--- src/rtl/mem_arbiter_ctrl.sv ---
// rtl/mem_arbiter_ctrl.sv - shared-memory arbiter between instruction fetch and data access
module mem_arbiter_ctrl #(
  parameter int unsigned WAIT_LIMIT = 8
) (
  input  logic        clk,
  input  logic        rst_n,
  input  logic        if_req,
  input  logic [15:0] if_addr,
  input  logic        d_en,
  input  logic        d_wr,
  input  logic [15:0] d_addr,
  input  logic [15:0] d_wdata,
  input  logic        halt,
  input  logic        mem_ready,
  input  logic [15:0] mem_rdata,
  output logic        mem_en,
  output logic        mem_wr,
  output logic [15:0] mem_addr,
  output logic [15:0] mem_wdata,
  output logic        mem_createdump,
  output logic        if_done,
  output logic        d_done,
  output logic [15:0] if_rdata,
  output logic [15:0] d_rdata,
  output logic        stall_if,
  output logic        stall_mem,
  output logic        halted,
  output logic        err
);

  typedef enum logic [2:0] {
    S_IDLE,
    S_DATA,
    S_FETCH,
    S_DUMP,
    S_HALTED
  } state_t;

  // Last count value before the access is declared timed out.
  localparam logic [3:0] LIMIT_M1 = 4'(WAIT_LIMIT - 1);

  state_t     state;
  logic [3:0] wait_cnt;
  logic       run;        // low for the first edge after reset release
  logic       halt_pend;  // halt seen while an access was busy

  // Pipeline stalls follow the request levels until the matching done pulse.
  assign stall_if  = if_req & ~if_done & ~halted;
  assign stall_mem = d_en & ~d_done;

  // Arbitration FSM with registered memory-side and completion outputs.
  always_ff @(posedge clk or negedge rst_n) begin
    if (!rst_n) begin
      state          <= S_IDLE;
      wait_cnt       <= 4'd0;
      run            <= 1'b0;
      halt_pend      <= 1'b0;
      mem_en         <= 1'b0;
      mem_wr         <= 1'b0;
      mem_addr       <= 16'h0000;
      mem_wdata      <= 16'h0000;
      mem_createdump <= 1'b0;
      if_done        <= 1'b0;
      d_done         <= 1'b0;
      if_rdata       <= 16'h0000;
      d_rdata        <= 16'h0000;
      halted         <= 1'b0;
      err            <= 1'b0;
    end else begin
      if_done        <= 1'b0;
      d_done         <= 1'b0;
      mem_createdump <= 1'b0;
      run            <= 1'b1;
      case (state)
        S_IDLE: begin
          // Requests still high during their own done cycle are not re-issued.
          if (run) begin
            if (d_en && !d_done) begin
              state     <= S_DATA;
              mem_en    <= 1'b1;
              mem_wr    <= d_wr;
              mem_addr  <= d_addr;
              mem_wdata <= d_wdata;
              wait_cnt  <= 4'd0;
            end else if (halt || halt_pend) begin
              state          <= S_DUMP;
              mem_createdump <= 1'b1;
              halt_pend      <= 1'b0;
            end else if (if_req && !if_done) begin
              state     <= S_FETCH;
              mem_en    <= 1'b1;
              mem_wr    <= 1'b0;
              mem_addr  <= if_addr;
              mem_wdata <= 16'h0000;
              wait_cnt  <= 4'd0;
            end
          end
        end
        S_DATA: begin
          if (halt) halt_pend <= 1'b1;
          if (mem_ready) begin
            if (!mem_wr) d_rdata <= mem_rdata;
            d_done <= 1'b1;
            mem_en <= 1'b0;
            mem_wr <= 1'b0;
            state  <= S_IDLE;
          end else if (wait_cnt == LIMIT_M1) begin
            err     <= 1'b1;
            d_rdata <= 16'h0000;
            d_done  <= 1'b1;
            mem_en  <= 1'b0;
            mem_wr  <= 1'b0;
            state   <= S_IDLE;
          end else begin
            wait_cnt <= wait_cnt + 4'd1;
          end
        end
        S_FETCH: begin
          if (halt) halt_pend <= 1'b1;
          if (mem_ready) begin
            if_rdata <= mem_rdata;
            if_done  <= 1'b1;
            mem_en   <= 1'b0;
            state    <= S_IDLE;
          end else if (wait_cnt == LIMIT_M1) begin
            err      <= 1'b1;
            if_rdata <= 16'h0000;
            if_done  <= 1'b1;
            mem_en   <= 1'b0;
            state    <= S_IDLE;
          end else begin
            wait_cnt <= wait_cnt + 4'd1;
          end
        end
        S_DUMP: begin
          halted <= 1'b1;
          state  <= S_HALTED;
        end
        S_HALTED: begin
          state <= S_HALTED;
        end
        default: begin
          state  <= S_IDLE;
          mem_en <= 1'b0;
          mem_wr <= 1'b0;
        end
      endcase
    end
  end

endmodule
--- config.mk ---
export PLATFORM = sky130hd
export DESIGN_NAME = mem_arbiter_ctrl
export DESIGN_NICKNAME = d
export VERILOG_FILES = /design/src/rtl/mem_arbiter_ctrl.sv
export SDC_FILE = /design/constraint.sdc
export NUM_CORES = 1
export LEC_CHECK = 0
export CAP_MARGIN = 20
export CORE_MARGIN = 4
export CORE_UTILIZATION = 40
export DETAILED_ROUTE_END_ITERATION = 8
export GPL_ROUTABILITY_DRIVEN = 1
export PLACE_DENSITY = 0.81
export SYNTH_ARGS = -nofsm -noshare
export SYNTH_HDL_FRONTEND = slang
export SYNTH_SLANG_ARGS = --single-unit
--- constraint.sdc ---
create_clock -name clk -period 5.5 [get_ports clk]
set_input_delay 1.375 -clock clk [delete_from_list [all_inputs] [get_ports clk]]
set_output_delay 1.375 -clock clk [all_outputs]
set_load 0.02 [all_outputs]
Run 1, a small window of the routed layout:
The bar under the picture is 5 um long. Region (40, 60) to (60, 80) um. Cells in grey, sequential cells in the stronger grey; small squares are vias.
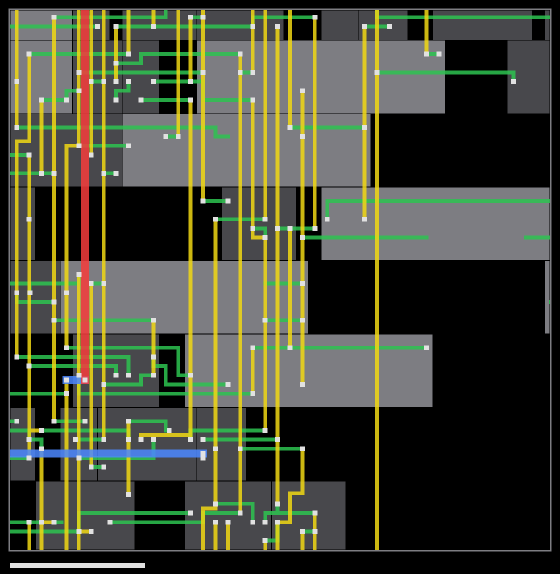
- metal 4: red
- metal 3: blue
- metal 1: green
- metal 2: yellow
- netlist names of flops here include: wait_cnt (2)
- most frequent: dfrtp_1 (5), a221o_1 (2)
- cells with their middle in the window: 18
- sequential cells in the window: 5

Run 1, routed metal, one colour a layer:
The bar under the picture is 20 um long.
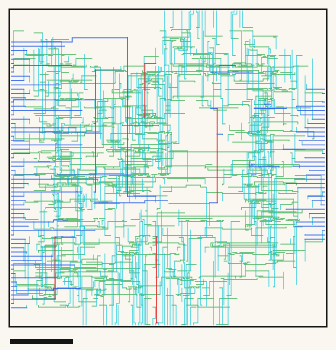
- metal 2: cyan (wire length 4,180 um)
- metal 1: green (wire length 3,690 um)
- metal 4: red (wire length 183 um)
- metal 3: blue (wire length 923 um)
routed wire length: 8.979 mm
Total Routing Usage GR: 0.1860
WL per Instance: 15.67 um
vias: 2,917

==> reports/qor.rpt, run 1 <==
LOGIC SYNTHESIS
-------------------------------------------------------------------------------------
Number of library cell types mapped by synthesis .......................           37
Warnings, synthesis ....................................................            0
Sequential cell area fraction in the yosys report ......................       0.5880
Fraction of the mapped netlist area in adder cells .....................     0.003675
Average footprint of a synthesized cell ................................    10.38 um2
Post-synth ARST share ..................................................        1.000
Post-synthesis compound-gate area fraction .............................       0.1757
Most instantiated cells after synthesis ................................ 87 x sky130_fd_sc_hd__nand2_1, 80 x sky130_fd_sc_hd__dfrtp_1, 30 x sky130_fd_sc_hd__o21ai_1, 21 x sky130_fd_sc_hd__o21ai_0, 18 x sky130_fd_sc_hd__mux2i_1
Area of the mapped netlist .............................................     3405 um2
Post-synthesis net count ...............................................          400

CRITICAL PATH
-------------------------------------------------------------------------------------
Worst setup path startpoint ............................................       if_req
Number of cells on the worst reg-to-reg path ...........................            6
Data arrival time of the critical path .................................      2.86 ns
Slowest library cell on the worst path ................................. sky130_fd_sc_hd__clkdlybuf4s50_1
Required time of the worst setup path ..................................      4.12 ns
Crit path largest cell delay ...........................................      0.67 ns
Cell count along the critical path .....................................            4
Type of element capturing the critical path ............................   output pin

PWR
-------------------------------------------------------------------------------------
Highest ir drop seen on vdd ............................................    0.2088 mV
NetSw ..................................................................     992.5 uW
Fraction of power consumed by sequential logic .........................        0.365

PLACEMENT
-------------------------------------------------------------------------------------
Post-place instance area ...............................................     4896 um2
Placed cell count ......................................................          556
Placed wire-length estimate after detailed placement ...................     6.630 mm
Post-place setup slack .................................................     1.259 ns

DIE
-------------------------------------------------------------------------------------
Width of the die .......................................................     100.3 um
Core utilization before placement ......................................       0.4123
Core Rows ..............................................................           33
Die y size .............................................................     100.3 um
Number of I/O pins .....................................................          144

FINAL TIMING
-------------------------------------------------------------------------------------
Setup-violating endpoint count in the final report .....................            0
Final period utilization ...............................................       0.7698
Unrepaired setup endpoints after global routing ........................           no
Final hold vios ........................................................            0
Tmin final .............................................................     4.234 ns

FINAL LAYOUT
-------------------------------------------------------------------------------------
Total Nets Final .......................................................          536
Area of all placed cells without fillers ...............................     5132 um2
Number of non-clock buffers in the layout ..............................          149
Multi-input combinational gate total ...................................          217
Area growth from synthesis to layout ...................................       50.75%

ROUTING
-------------------------------------------------------------------------------------
Initial DRC count ......................................................           66

CTS
-------------------------------------------------------------------------------------
Number of buffers added to fix hold violations after cts ...............            0
Resized cells post-CTS .................................................            0
Clock-pin slew of the registers on the worst-case setup and hold paths .      0.08 ns
Post-CTS setup buffers .................................................            0

HOLD PATH
-------------------------------------------------------------------------------------
Hold Crit Endpoint ..................................................... mem_addr[6]$_DFFE_PN0P_

STATUS
-------------------------------------------------------------------------------------
Result of the run ...................................................... finished, final reports clean

Run 1, selected gate families:
The bar under the picture is 20 um long.
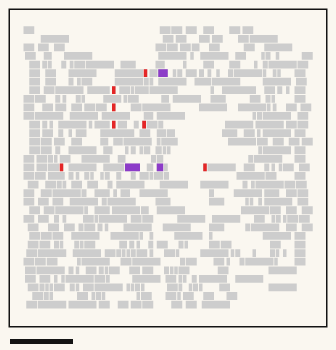
- AND and OR gates: purple (cells 3)
- inverters: red (cells 7)
most common library cell in the layout ignoring fill and taps: sky130_fd_sc_hd__clkdlybuf4s50_1
share of cell area taken by multi-input logic gates: 0.2489
final cell count without fillers: 573

Run 1, routing congestion:
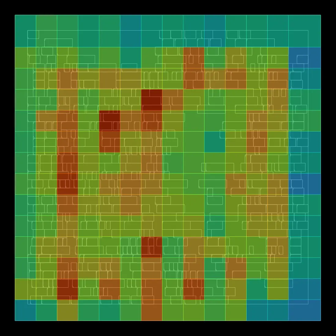
Final Util: 0.6215
met3 GRT Util: 0.06463
met1 demand-to-capacity share in global routing: 0.2257
routing usage on met2: 0.3038

Run 1, where the registers sit:
The bar under the picture is 20 um long.
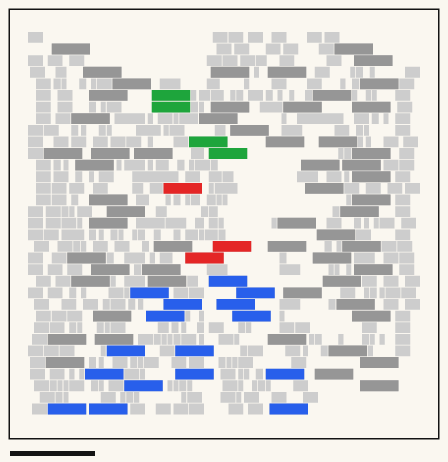

==> run 2: changes to the inputs <==
==> constraint.sdc (replaced) <==
create_clock -name clk -period 4.4 [get_ports clk]
set_input_delay 1.1 -clock clk [delete_from_list [all_inputs] [get_ports clk]]
set_output_delay 1.1 -clock clk [all_outputs]
set_load 0.02 [all_outputs]
Run 2, where the registers sit:
The bar under the picture is 20 um long.
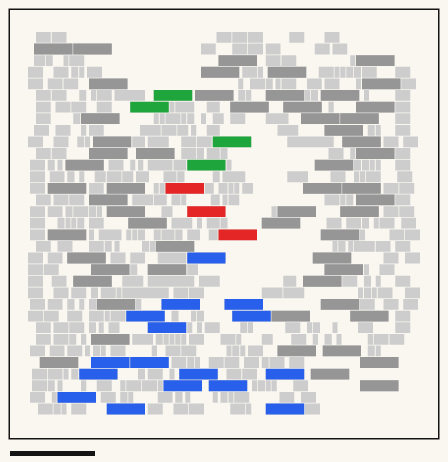
- wait_cnt: green (sequential cells 4; where north)
- state: red (sequential cells 3)
- mem_wdata: blue (sequential cells 16)
- not coloured: 57
Final Util: 0.6286
share of cell area taken by flip-flops and latches: 0.3856
Sequential Area: 2002 um2
P_seq: 1200 uW

Run 2, selected gate families:
The bar under the picture is 20 um long.
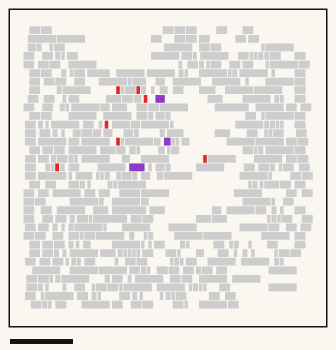
- inverters: red (cells 7)
- AND and OR gates: purple (cells 3)
share of cell area taken by multi-input logic gates: 0.2461
final cell count without fillers: 575

Run 2, routing congestion:
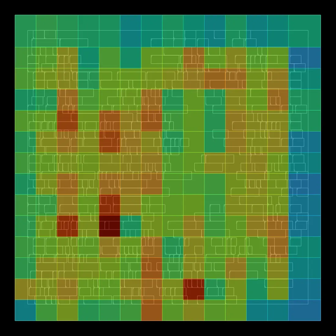
Total Routing Usage GR: 0.1796
met1 demand-to-capacity share in global routing: 0.2202
busiest grt layer: met2
met3 GRT Util: 0.07019

==> run 2 against run 1 <==
Net effect:
- sequential cell count unchanged
- clock power up 47%
- via count down 1.2%
- count of clock-buffer cells in the layout down 1
- first-iteration DRC count up 120%
- critical path type unchanged
- critical path depth unchanged
- global-route usage down 0.64 points
- die size unchanged
- power up 29%
- sequential power up 24%
- synthesized cell count unchanged
==> reports/qor.rpt, run 2 <==
STATUS
-------------------------------------------------------------------------------------
Result of the run ...................................................... finished, final reports clean

DIE
-------------------------------------------------------------------------------------
Core Rows ..............................................................           33
Core utilization before placement ......................................       0.4123
Width of the die .......................................................     100.3 um
Die y size .............................................................     100.3 um
Chip area ..............................................................   10,050 um2
Number of I/O pins .....................................................          144
Taps Inserted ..........................................................          105

FINAL LAYOUT
-------------------------------------------------------------------------------------
Clock buf/inv share ....................................................      0.04869
Nonclk inv count .......................................................            7
Sequential cell count of the final layout ..............................           80
Area of all placed cells without fillers ...............................     5191 um2
Most common library cell in the layout ignoring fill and taps .......... sky130_fd_sc_hd__clkdlybuf4s50_1
Total Nets Final .......................................................          537
Antenna fix cells ......................................................            0
Number of non-clock buffers in the layout ..............................          150
Non-clock buffer area fraction after layout ............................       0.2892
Area growth from synthesis to layout ...................................       52.48%
Dominant logic cell types in the final layout .......................... 142 x sky130_fd_sc_hd__clkdlybuf4s50_1, 87 x sky130_fd_sc_hd__nand2_1, 80 x sky130_fd_sc_hd__dfrtp_1
Multi-input combinational gate total ...................................          217

LOGIC SYNTHESIS
-------------------------------------------------------------------------------------
Yosys-reported design area after synthesis .............................     3405 um2
Post-synthesis compound-gate area fraction .............................       0.1757
Main flop type ......................................................... sky130_fd_sc_hd__dfrtp_1
Sequential cell area fraction in the yosys report ......................       0.5880
Average footprint of a synthesized cell ................................    10.38 um2
Warnings, synthesis ....................................................            0
Area of the mapped netlist .............................................     3405 um2
XOR Share, Synth .......................................................            0
Number of standard cells reported by yosys .............................          328
Number of library cell types mapped by synthesis .......................           37
Post-synthesis net count ...............................................          400
Fraction of the mapped netlist area in adder cells .....................     0.003675
Multiplexer area fraction after synthesis ..............................      0.05292
Post-synth ARST share ..................................................        1.000
Most instantiated cells after synthesis ................................ 87 x sky130_fd_sc_hd__nand2_1, 80 x sky130_fd_sc_hd__dfrtp_1, 30 x sky130_fd_sc_hd__o21ai_1, 21 x sky130_fd_sc_hd__o21ai_0, 18 x sky130_fd_sc_hd__mux2i_1
Combinational family with the most area after synthesis ................ AND-OR/OR-AND gates

ROUTING
-------------------------------------------------------------------------------------
Routed met2 length .....................................................     3.991 mm
Initial DRC count ......................................................          143
Length of the first detailed-routing pass in iterations ................            4
Wire length on met1 ....................................................     3.617 mm
WL per Instance ........................................................     15.07 um
Routed wire length .....................................................     8.663 mm
Vias ...................................................................        2,883
DRC errors left ........................................................            0
Routed wl met3 .........................................................       921 um

PLACEMENT
-------------------------------------------------------------------------------------
Post-place setup slack .................................................    0.7181 ns
RePlAce Congestion .....................................................       0.7574
Placed cell count ......................................................          557
Placed wire-length estimate after detailed placement ...................     6.434 mm
Post-place instance area ...............................................     4903 um2

FINAL TIMING
-------------------------------------------------------------------------------------
Final hold vios ........................................................            0
Setup-violating endpoint count in the final report .....................            0
Tmin final .............................................................     3.657 ns
Final setup slack of the worst path ....................................    0.7428 ns
Final period utilization ...............................................       0.8312
Unrepaired setup endpoints after global routing ........................           no

CTS
-------------------------------------------------------------------------------------
Resized cells post-CTS .................................................            0
Skew-Pair Late Insertion Delay .........................................      0.34 ns
Number of buffers added to fix hold violations after cts ...............            0
Post-CTS setup buffers .................................................            0
H-tree depth reported by CTS ...........................................            3
Clock-pin slew of the registers on the worst-case setup and hold paths .      0.08 ns
Clk sink count .........................................................           80

HOLD PATH
-------------------------------------------------------------------------------------
Hold Crit Endpoint ..................................................... d_rdata[5]$_DFFE_PN0P_
Instance count along the most critical hold path .......................            2

CRITICAL PATH
-------------------------------------------------------------------------------------
Data arrival time of the critical path .................................      2.56 ns
Largest delay share family, worst path ................................. buffers and inverters
Kind of critical path .................................................. input pin to output pin
Required time of the worst setup path ..................................      3.30 ns
Type of element capturing the critical path ............................   output pin
Cell count along the critical path .....................................            4
Slowest library cell on the worst path ................................. sky130_fd_sc_hd__clkdlybuf4s50_1
Crit path largest cell delay ...........................................      0.66 ns
Worst setup path startpoint ............................................       if_req
Number of cells on the worst reg-to-reg path ...........................            5

GRT
-------------------------------------------------------------------------------------
Routing usage on met2 ..................................................       0.2870
First-pass GRT wire length .............................................     14.18 mm

PWR
-------------------------------------------------------------------------------------
NetSw ..................................................................      1254 uW
Power, Total ...........................................................      3395 uW
Fraction of power consumed by sequential logic .........................        0.354
Power per standard cell area ........................................... 654.1 nW/um2
Highest ir drop seen on vdd ............................................    0.3542 mV

JOB
-------------------------------------------------------------------------------------
Max-cap check violation count ..........................................            0

Power and IR drop assume default switching activity.
